==> config.mk <==
export PLATFORM = sky130hd
export DESIGN_NAME = sram_ctrl_flat
export DESIGN_NICKNAME = d
export VERILOG_FILES = /design/src/rtl/sram_ctrl_if.sv /design/src/rtl/sram_ctrl.sv /design/src/flat_wrapper.sv
export SDC_FILE = /design/constraint.sdc
export NUM_CORES = 1
export LEC_CHECK = 0
export ABC_AREA = 1
export ABC_CLOCK_PERIOD_IN_PS = 1400
export CORE_MARGIN = 8
export CORE_UTILIZATION = 41
export CTS_CLUSTER_SIZE = 25
export DETAILED_ROUTE_END_ITERATION = 8
export PLACE_DENSITY = 0.76
export SYNTH_ARGS = -nofsm -noshare
export SYNTH_HDL_FRONTEND = slang
export SYNTH_SLANG_ARGS = --single-unit
==> constraint.sdc <==
create_clock -name clk -period 1.4 [get_ports clk]
set_input_delay 0.28 -clock clk [delete_from_list [all_inputs] [get_ports clk]]
set_output_delay 0.28 -clock clk [all_outputs]
set_load 0.03 [all_outputs]
clock_map.png
Scale: 3 px per um.
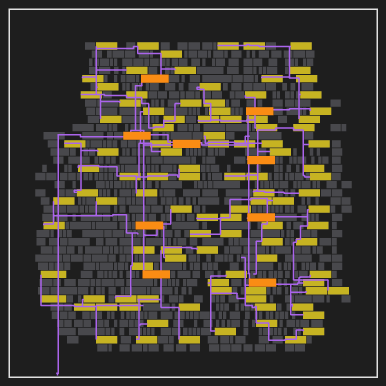
- yellow: flip-flops (count 107)
- purple: clock wires (length 1310 um)
- orange: cells driving clock nets (count 9)
- routed clock nets: 10
skew final: 0.00510 ns
part of the power in the clock network: 15.4%

density.png
Scale: 3 px per um. 12 x 12 tiles, from white (low) to dark blue (high), 0 to 100% covered.
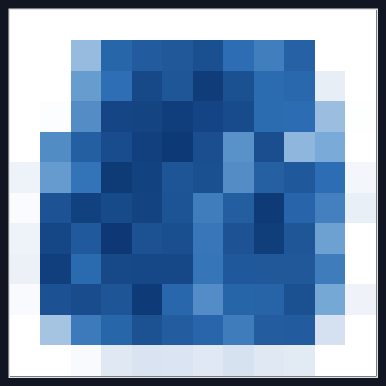
- densest ninth of the die: centre
- fullest tile: 97%
- nearly empty tiles: 22%
- emptiest ninth of the die: north-west
FP Core Util: 42.2%
final core utilization: 74.1%

==> impl_metrics.ini <==
; physical design summary
[run_status]
outcome = finished with violations
violated_checks = setup timing

[run]
cap_violations = 0

[synthesis]
largest_area_cell = sky130_fd_sc_hd__dfxtp_1
share_of_the_synthesized_netlist_area_taken_by_xor_and_xnor_gates_pct = 0.379
post_synthesis_cells = 662
mux_share_pct = 0
yosys-top-cells-count = sky130_fd_sc_hd__nor2_1, sky130_fd_sc_hd__dfxtp_1, sky130_fd_sc_hd__nand2_1
most_common_cell = sky130_fd_sc_hd__nor2_1
ys_ff = 107
share_of_the_synthesized_area_in_the_top_cell_type_pct = 46.4
yosys_instances = 662

[final_layout]
fillerInstances = 751
nNonClkInverters = 46
seq_area_share_pct = 26.5
final_layout_size_suffix_gt1_share_pct = 31.9
regArea_um2 = 2150
nets = 948
multiInputCombCellCount = 475
num-clock-buffers = 11

[routing]
met2RoutedLength_um = 9850
detail_route.wl_per_cell_um = 18.6
wl_met3_um = 1300
antenna_violating_nets_post_route = 0

[pwr]
pg_clk_mw = 2.72
seqPwrFrac_pct = 24.8
switching_share_of_total_power_pct = 41.5
power_leader = combinational cells
power_density_nw_per_um2 = 2180
net-switching-power_mw = 7.34

[sta]
fmax_mhz = 552
timing.final.ws_setup_ns = -0.413
timing.final.max_slew_violations = 0
report.final.hold_viol_count = 0
fin_crit_sh_pct = 129
setup_viol_count_final = 87

[cts]
clock_sinks = 107
cts.clk_slew.worst_paths_ns = 0.07
clk_latency_ns = 0.34

[placement]
finalWeightedCongestion = 0.857
placed_area_um2 = 6600

[global_routing]
grt_start_max_net_pins = 39
global_route_wire_length_before_repair_um = 26000

[setup_path]
cp.arrival_ns = 2.05
cpMaxStageDelayCell = sky130_fd_sc_hd__dfxtp_4
worst-setup-path-type = register to register
critPathMaxStageDelay_ns = 0.37
critical_path.n_buffers_inverters = 5
start_kind = register
Power figures rest on the tool's default switching activity, not on a simulated workload.
